[src/rtl/lif_tdm_scheduler_if.sv]
// Sample-input and spike-event signals shared by the pin wrapper, the LIF
// scheduler and downstream spike consumers.
interface lif_tdm_scheduler_if #(
  parameter int N_NEURONS = 4,
  parameter int WIDTH     = 8
);
  localparam int ID_W = $clog2(N_NEURONS);

  logic             in_valid;
  logic [ID_W-1:0]  in_addr;
  logic [WIDTH-1:0] in_current;
  logic             spike_valid;
  logic [ID_W-1:0]  spike_id;
  logic             spike_ready;

  modport master (
    output in_valid, in_addr, in_current, spike_ready,
    input  spike_valid, spike_id
  );

  modport slave (
    input  in_valid, in_addr, in_current, spike_ready,
    output spike_valid, spike_id
  );
endinterface

[src/rtl/lif_tdm_scheduler.sv]
// One leaky-integrate-and-fire datapath shared round-robin across N_NEURONS
// virtual neurons, with a small FIFO of fired neuron IDs on the output side.
module lif_tdm_scheduler #(
  parameter int N_NEURONS  = 4,
  parameter int WIDTH      = 8,
  parameter int THRESHOLD  = 200,
  parameter int LEAK_SHIFT = 2,
  parameter int REFRAC     = 2,
  parameter int FIFO_DEPTH = 4   // power of 2, at least 2
) (
  input  logic                         clk,
  input  logic                         reset_n,
  input  logic                         enable,
  lif_tdm_scheduler_if.slave           bus,
  output logic [WIDTH-1:0]             state_out,
  output logic [$clog2(N_NEURONS)-1:0] upd_id,
  output logic                         spk,
  output logic                         overflow
);
  localparam int ID_W = $clog2(N_NEURONS);
  localparam int RW   = (REFRAC < 2) ? 1 : $clog2(REFRAC + 1);
  localparam int PW   = $clog2(FIFO_DEPTH);

  localparam logic [WIDTH-1:0] VMAX        = '1;
  localparam logic [WIDTH-1:0] THR         = THRESHOLD[WIDTH-1:0];
  localparam logic [RW-1:0]    REFRAC_INIT = REFRAC[RW-1:0];
  localparam logic [PW:0]      FULL_COUNT  = FIFO_DEPTH[PW:0];

  // Per-neuron state
  logic [WIDTH-1:0] v_q      [N_NEURONS];
  logic [WIDTH-1:0] acc_q    [N_NEURONS];
  logic [RW-1:0]    refrac_q [N_NEURONS];
  logic [ID_W-1:0]  slot_q;

  // Spike event FIFO
  logic [ID_W-1:0]  fifo_q [FIFO_DEPTH];
  logic [PW-1:0]    rd_ptr_q;
  logic [PW-1:0]    wr_ptr_q;
  logic [PW:0]      count_q;

  logic [WIDTH-1:0] v_cur;
  logic [WIDTH-1:0] v_leaked;
  logic [WIDTH:0]   sum_w;
  logic [WIDTH-1:0] sum_sat;
  logic [WIDTH:0]   acc_in_w;
  logic [WIDTH-1:0] acc_in_sat;
  logic             refrac_active;
  logic             fire;
  logic             full;
  logic             pop;
  logic             push;

  // NOTE: every signal below is assigned on every pass through the block,
  // so synthesis sees pure combinational logic and infers no latch.
  always_comb begin
    v_cur         = v_q[slot_q];
    v_leaked      = v_cur - (v_cur >> LEAK_SHIFT);
    sum_w         = {1'b0, v_leaked} + {1'b0, acc_q[slot_q]};
    sum_sat       = sum_w[WIDTH] ? VMAX : sum_w[WIDTH-1:0];
    acc_in_w      = {1'b0, acc_q[bus.in_addr]} + {1'b0, bus.in_current};
    acc_in_sat    = acc_in_w[WIDTH] ? VMAX : acc_in_w[WIDTH-1:0];
    refrac_active = (refrac_q[slot_q] != '0);
    fire          = enable && !refrac_active && (sum_sat >= THR);
    full          = (count_q == FULL_COUNT);
    pop           = (count_q != '0) && bus.spike_ready;
    // A full FIFO still takes the push when the head leaves on the same edge.
    push          = fire && (!full || pop);
  end

  // NOTE: the neuron register arrays are small flop banks, not RAM, and a
  // reset must discard all stored state, so every entry is cleared here.
  always_ff @(posedge clk or negedge reset_n) begin
    if (!reset_n) begin
      for (int i = 0; i < N_NEURONS; i++) begin
        v_q[i]      <= '0;
        acc_q[i]    <= '0;
        refrac_q[i] <= '0;
      end
      slot_q    <= '0;
      state_out <= '0;
      upd_id    <= '0;
      spk       <= 1'b0;
    end else begin
      spk <= 1'b0;

      // A visit consumes acc; a sample colliding with the visit becomes the
      // fresh acc so it is integrated on the next round.
      for (int i = 0; i < N_NEURONS; i++) begin
        if (enable && slot_q == ID_W'(i)) begin
          acc_q[i] <= (bus.in_valid && bus.in_addr == ID_W'(i)) ? bus.in_current : '0;
        end else if (bus.in_valid && bus.in_addr == ID_W'(i)) begin
          acc_q[i] <= acc_in_sat;
        end
      end

      if (enable) begin
        // NOTE: non-blocking assignments let every register sample the
        // pre-edge values, so the update reads the old v/acc/refrac.
        slot_q <= slot_q + ID_W'(1);
        upd_id <= slot_q;
        if (refrac_active) begin
          v_q[slot_q]      <= '0;
          refrac_q[slot_q] <= refrac_q[slot_q] - RW'(1);
          state_out        <= '0;
        end else if (fire) begin
          v_q[slot_q]      <= '0;
          refrac_q[slot_q] <= REFRAC_INIT;
          state_out        <= '0;
          spk              <= 1'b1;
        end else begin
          v_q[slot_q] <= sum_sat;
          state_out   <= sum_sat;
        end
      end
    end
  end

  always_ff @(posedge clk or negedge reset_n) begin
    if (!reset_n) begin
      for (int i = 0; i < FIFO_DEPTH; i++) begin
        fifo_q[i] <= '0;
      end
      rd_ptr_q <= '0;
      wr_ptr_q <= '0;
      count_q  <= '0;
      overflow <= 1'b0;
    end else begin
      if (push) begin
        fifo_q[wr_ptr_q] <= slot_q;
        wr_ptr_q         <= wr_ptr_q + PW'(1);
      end
      if (pop) begin
        rd_ptr_q <= rd_ptr_q + PW'(1);
      end
      if (push && !pop) begin
        count_q <= count_q + (PW+1)'(1);
      end else if (pop && !push) begin
        count_q <= count_q - (PW+1)'(1);
      end
      if (fire && full && !pop) begin
        overflow <= 1'b1;
      end
    end
  end

  assign bus.spike_valid = (count_q != '0);
  assign bus.spike_id    = fifo_q[rd_ptr_q];

endmodule

[src/flat_wrapper.sv]
// flat-port wrapper written by rule: the top's interface ports become plain ports
module lif_tdm_scheduler_flat 
#(
  parameter int N_NEURONS  = 4,
  parameter int WIDTH      = 8,
  parameter int THRESHOLD  = 200,
  parameter int LEAK_SHIFT = 2,
  parameter int REFRAC     = 2,
  parameter int FIFO_DEPTH = 4                            
)
  (clk, reset_n, enable, state_out, upd_id, spk, overflow, bus_in_valid, bus_in_addr, bus_in_current, bus_spike_ready, bus_spike_valid, bus_spike_id);
  lif_tdm_scheduler_if #(.N_NEURONS(N_NEURONS), .WIDTH(WIDTH)) bus_i ();
  input  logic clk;
  input  logic reset_n;
  input  logic enable;
  output logic [WIDTH-1:0] state_out;
  output logic [$clog2(N_NEURONS)-1:0] upd_id;
  output logic spk;
  output logic overflow;
  input wire logic [$bits(bus_i.in_valid)-1:0] bus_in_valid;
  input wire logic [$bits(bus_i.in_addr)-1:0] bus_in_addr;
  input wire logic [$bits(bus_i.in_current)-1:0] bus_in_current;
  input wire logic [$bits(bus_i.spike_ready)-1:0] bus_spike_ready;
  output wire logic [$bits(bus_i.spike_valid)-1:0] bus_spike_valid;
  output wire logic [$bits(bus_i.spike_id)-1:0] bus_spike_id;
  assign bus_i.in_valid = bus_in_valid;
  assign bus_i.in_addr = bus_in_addr;
  assign bus_i.in_current = bus_in_current;
  assign bus_i.spike_ready = bus_spike_ready;
  assign bus_spike_valid = bus_i.spike_valid;
  assign bus_spike_id = bus_i.spike_id;
  lif_tdm_scheduler #(.N_NEURONS(N_NEURONS), .WIDTH(WIDTH), .THRESHOLD(THRESHOLD), .LEAK_SHIFT(LEAK_SHIFT), .REFRAC(REFRAC), .FIFO_DEPTH(FIFO_DEPTH)) u_core (.clk(clk), .reset_n(reset_n), .enable(enable), .bus(bus_i), .state_out(state_out), .upd_id(upd_id), .spk(spk), .overflow(overflow));
endmodule
[config.mk]
export PLATFORM = sky130hd
export DESIGN_NAME = lif_tdm_scheduler_flat
export DESIGN_NICKNAME = d
export VERILOG_FILES = /design/src/rtl/lif_tdm_scheduler_if.sv /design/src/rtl/lif_tdm_scheduler.sv /design/src/flat_wrapper.sv
export SDC_FILE = /design/constraint.sdc
export NUM_CORES = 1
export LEC_CHECK = 0
export ABC_AREA = 1
export CORE_UTILIZATION = 60
export CTS_CLUSTER_DIAMETER = 200
export DETAILED_ROUTE_END_ITERATION = 8
export GPL_ROUTABILITY_DRIVEN = 0
export GPL_TIMING_DRIVEN = 1
export HOLD_SLACK_MARGIN = 0.03
export MAX_ROUTING_LAYER = met4
export PLACE_DENSITY = 0.76
export SLEW_MARGIN = 15
export SYNTH_ARGS = -nofsm -noshare
export SYNTH_HDL_FRONTEND = slang
export SYNTH_SLANG_ARGS = --single-unit
[constraint.sdc]
create_clock -name clk -period 6.9 [get_ports clk]
set_input_delay 1.38 -clock clk [delete_from_list [all_inputs] [get_ports clk]]
set_output_delay 1.38 -clock clk [all_outputs]
set_load 0.05 [all_outputs]
Figure 1. PDN straps and rails (run 1).
Scale: 4 px per µm. Pins as bars on the die edge.
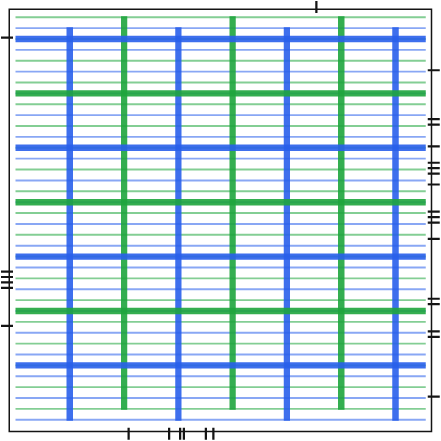
VDD: in green. VSS: in blue.
The core has 37 rows. 30 signal pins sit on the boundary. 38 met1 rails follow the rows.

Figure 2. A small window of the routed layout (run 1).
Window x 28 to 78, y 49 to 99 µm. Cells in grey, sequential cells in the stronger grey; small squares are vias.
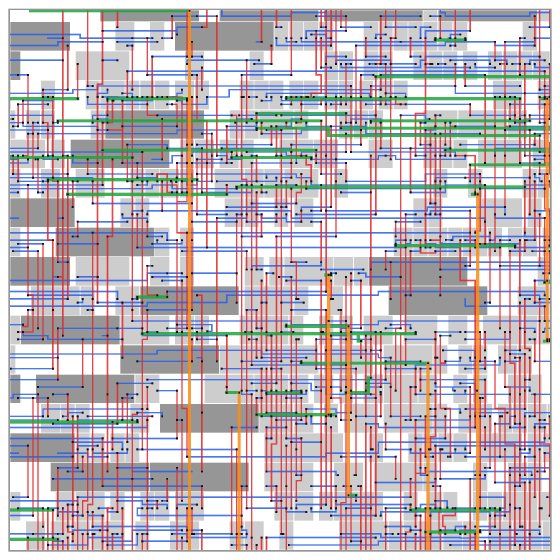
met1: in blue. met3: in green. met2: in red. met4: in orange.
Sequential cells in the window: 17. Netlist names of flops here include u_core.v_q (10), u_core.acc_q (5), u_core.slot_q (2). Most frequent: nand2_1 (96), inv_1 (34), a21oi_1 (18). 257 logic cells have their middle in the window.

==> impl_metrics.tcl, run 1 <==
# metrics dict for downstream scripts
set metrics [dict create \
    drt-initial-drc-count 519 \
    common_cells "nand2_1 (225), dfrtp_1 (101), inv_1 (101)" \
    final_layout_size_suffix_gt1_share_pct 4.78 \
    antenna_found_initial 0 \
    critPathKind "register to register" \
    logic_family "simple AND/OR/NAND/NOR gates" \
    cp_num_buf_inv 3 \
    hold_end "u_core.v_q[10]" \
    status "finished, final reports clean" \
    ys_seq_share_pct 39.6 \
    synthTopCellsByArea "dfrtp_1 (40%), nand2_1 (13%), o21ai_0 (7.7%), ha_1 (6.3%), inv_1 (5.9%)" \
    edf_count 0 \
    top_regs "u_core.acc_q x32, u_core.v_q x32" \
    cap_violations 0 \
    hpwlAfterDp_um 12200 \
    clkTransAtPathRegs_ns 0.10 \
    grt_pass1_wl_um 28300 \
    slew_headroom_pct 29.4 \
    mux_share_pct 0.176 \
    globalRouteOverflowTotal 0 \
    cts_sinks 101 \
    synth.cell_area_um2 6390 \
    cp_common_cell "nand2_1" \
    path_depth 27 \
    yosysChipArea_um2 6390 \
    ys_sh_simple_pct 23.3 \
    clock_insertion_delay_worst_skew_ns 0.39 \
    ys_cells 860 \
    rsz0062_at_grt "false" \
    ys_seq_elements 101 \
    worstPathArrival_ns 6.17 \
    dp_slack_ns 1.12 \
    path_delay_family "adder cells" \
    grt_pass1_vias 5828 \
    warning_count 32 \
    finalHoldViolations 0 \
    hold_ws_ns 0.485 \
    ys_sh_xor_pct 2.33 \
    worstHoldPathType "register to register" \
    setup_tns_ns 0 \
    track_usage_pct 34.1 \
]
Figure 3. Cell outlines without signal wires (run 1).
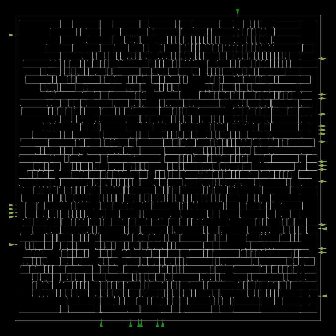
Non-Filler Instances: 1015
flop count: 101
Seq area share: 36.3%
Row Count: 37
fill count: 883

[run 1: final cells by class]
| class | count | area, µm² |
|---|---|---|
| Fill cell | 883 | 3350 |
| Multi-Input combinational cell | 624 | 3340 |
| Sequential cell | 101 | 2530 |
| Inverter | 105 | 397 |
| Timing Repair Buffer | 33 | 318 |
| Tap cell | 136 | 170 |
| Clock buffer | 12 | 165 |
| Clock inverter | 4 | 55.1 |
[run 1: per-layer routing]
metal	part of all wire, %	routed length (µm)
met5	0	0
met4	3.4	573
met3	8.2	1390
met2	46	7870
met1	42	7240
==> run 2, diff against run 1 <==
Settings changed: ABC_CLOCK_PERIOD_IN_PS from default to 6900.
Figure 4. PDN straps and rails (run 2).
Scale: 4 px per µm. Pins as bars on the die edge.
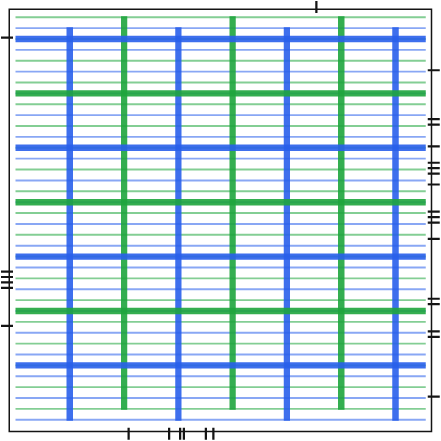
VDD: in green. VSS: in blue.
The core has 37 rows. 38 met1 rails follow the rows. 7 straps on met4. 30 signal pins sit on the boundary. 7 straps on met5.

Figure 5. Signal metal coverage by tile (run 2).
Scale: 4 px per µm. 21 x 21 tiles, from dark purple (low) to yellow (high), scaled to the fullest tile. Values are wire area over tile area, all layers added.
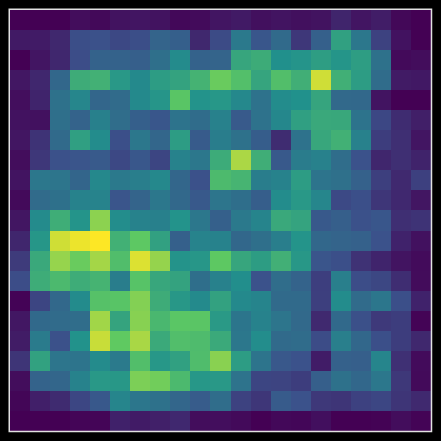
5.0% of the tiles are nearly empty. 25% of the tiles are over half the peak. The mean over all tiles is 0.26. The emptiest ninth of the die: bottom right.

==> run 2 against run 1 <==
Compared with the run above: first-iteration DRC count unchanged; global-route usage unchanged; cell count unchanged; clock skew unchanged; via count is the same; maximum frequency is the same; critical path type unchanged.
==> impl_metrics.tcl, run 2 <==
# metrics dict for downstream scripts
set metrics [dict create \
    drt-initial-drc-count 519 \
    final_layout_size_suffix_gt1_share_pct 4.78 \
    tap_cells 136 \
    setup_tns_ns 0 \
    top_layer "met4" \
    clock_area_share_pct 3.16 \
    worstHoldPathType "register to register" \
    comb_share_pct 47.9 \
    edf_count 0 \
    clock_insertion_delay_worst_skew_ns 0.39 \
    num-fill-cells 883 \
    globalRouteOverflowTotal 0 \
    cp_num_buf_inv 3 \
    ys_seq_elements 101 \
    comb_cells 624 \
    seq_cells 101 \
    status "finished, final reports clean" \
    top_regs "u_core.acc_q x32, u_core.v_q x32" \
    path_delay_family "adder cells" \
    yosysChipArea_um2 6390 \
    slew_headroom_pct 29.4 \
    rsz0062_at_grt "false" \
    ys_sh_simple_pct 23.3 \
    cts_sinks 101 \
    cp_common_cell "nand2_1" \
    ff_latch_area_um2 2530 \
    grt_pass1_wl_um 28300 \
    dominant_cells "multi-input combinational cells" \
    buffer_area_share_pct 4.56 \
    critPathKind "register to register" \
    common_cells "nand2_1 (225), dfrtp_1 (101), inv_1 (101)" \
]
-- run 2: cell counts in the layout (fill, tap and decap cells not counted) --
Identical to the previous run, type by type.
-- run 2: path summary, 6_finish.rpt --
| kind | cells after the start | to | from | slack [ns] |
|---|---|---|---|---|
| hold / removal | 2 | u_core.v_q[10] | u_core.v_q[10] | 0.49 |
| setup / recovery | 27 | u_core.count_q[2] | u_core.slot_q[1] | 1.01 |
| hold reg to reg | 2 | u_core.v_q[10] | u_core.v_q[10] | 0.49 |
| max in group asynchronous | 2 | u_core.v_q[5] | reset_n | 4.78 |
| setup reg to reg | 27 | u_core.count_q[2] | u_core.slot_q[1] | 1.01 |
| min in group asynchronous | 1 | u_core.rd_ptr_q[1] | reset_n | 0.95 |
==> run 3, diff against run 2 <==
Settings changed: TNS_END_PERCENT from default to 50.
Figure 6. Sizing map (run 3).
Scale: 3 px per µm.
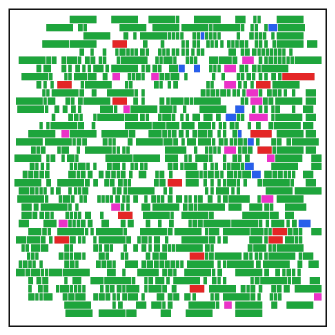
drive 6 and up: in red, cells 14, share 1.6%, most used clkbuf_8. drive 3 to 4: in magenta, cells 17, share 1.9%. drive 2: in blue, cells 11, share 1.3%, most used o21ai_2. drive 1 or less: in green, cells 837, share 95%, most used nand2_1.

Figure 7. A small window of the routed layout (run 3).
Window x 28 to 78, y 49 to 99 µm. Cells in grey, sequential cells in the stronger grey; small squares are vias.
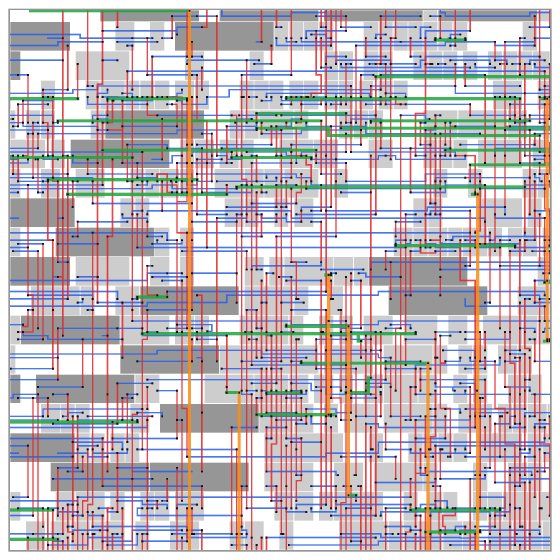
met3: in green. met4: in orange. met2: in red. met1: in blue.
Most frequent: nand2_1 (96), inv_1 (34), a21oi_1 (18). Netlist names of flops here include u_core.v_q (10), u_core.acc_q (5), u_core.slot_q (2). Sequential cells in the window: 17. 257 logic cells have their middle in the window.

==> run 3 against run 2 <==
Compared with the run above: sequential share of layout area stayed put; area after synthesis unchanged; cell count did not move; utilization unchanged; via count unchanged; global-route usage unchanged; maximum frequency stayed put; sequential cell count did not move; worst setup slack unchanged.
==> impl_metrics.tcl, run 3 <==
# metrics dict for downstream scripts
set metrics [dict create \
    status "finished, final reports clean" \
    nClkBuffers 12 \
    warning_count 32 \
    top_regs "u_core.acc_q x32, u_core.v_q x32" \
    clock_insertion_delay_worst_skew_ns 0.39 \
    comb_share_pct 47.9 \
    met3WireLength_um 1390 \
    ys_cells 860 \
    rows 37 \
    finalHoldViolations 0 \
    clock_area_share_pct 3.16 \
    yosysChipArea_um2 6390 \
    rrSetupSlack_ns 1.01 \
    logic_area_um2 3340 \
    clkTransAtPathRegs_ns 0.10 \
    comb_cells 624 \
    cp_num_buf_inv 3 \
    seq_cells 101 \
    hpwlAfterDp_um 12200 \
    grt_pass1_wl_um 28300 \
    buffers 33 \
    synthTopCellsByArea "dfrtp_1 (40%), nand2_1 (13%), o21ai_0 (7.7%), ha_1 (6.3%), inv_1 (5.9%)" \
    buffer_area_share_pct 4.56 \
    globalRouteOverflowTotal 0 \
    path_delay_family "adder cells" \
    cp_common_cell "nand2_1" \
    rsz0062_at_grt "false" \
]
run 3: cell counts after synthesis:
Identical to the previous run, type by type.
run 3: cell families after synthesis:
logic type / share of synthesized area (%)
multiplexers: 0.176
AND-OR/OR-AND: 18.9
flip-flops: 39.6
adder cells (fa/ha/maj): 7.52
buffers and inverters: 8.17
AND/OR/NAND/NOR: 23.3
XOR/XNOR: 2.33
run 3: final timing paths:
path / endpoint / start
worst max register to register: u_core.count_q[2] / u_core.slot_q[1]
min in group asynchronous: u_core.rd_ptr_q[1] / reset_n
worst min-delay path: u_core.v_q[10] / u_core.v_q[10]
worst min register to register: u_core.v_q[10] / u_core.v_q[10]
max in group asynchronous: u_core.v_q[5] / reset_n
worst max-delay path: u_core.count_q[2] / u_core.slot_q[1]
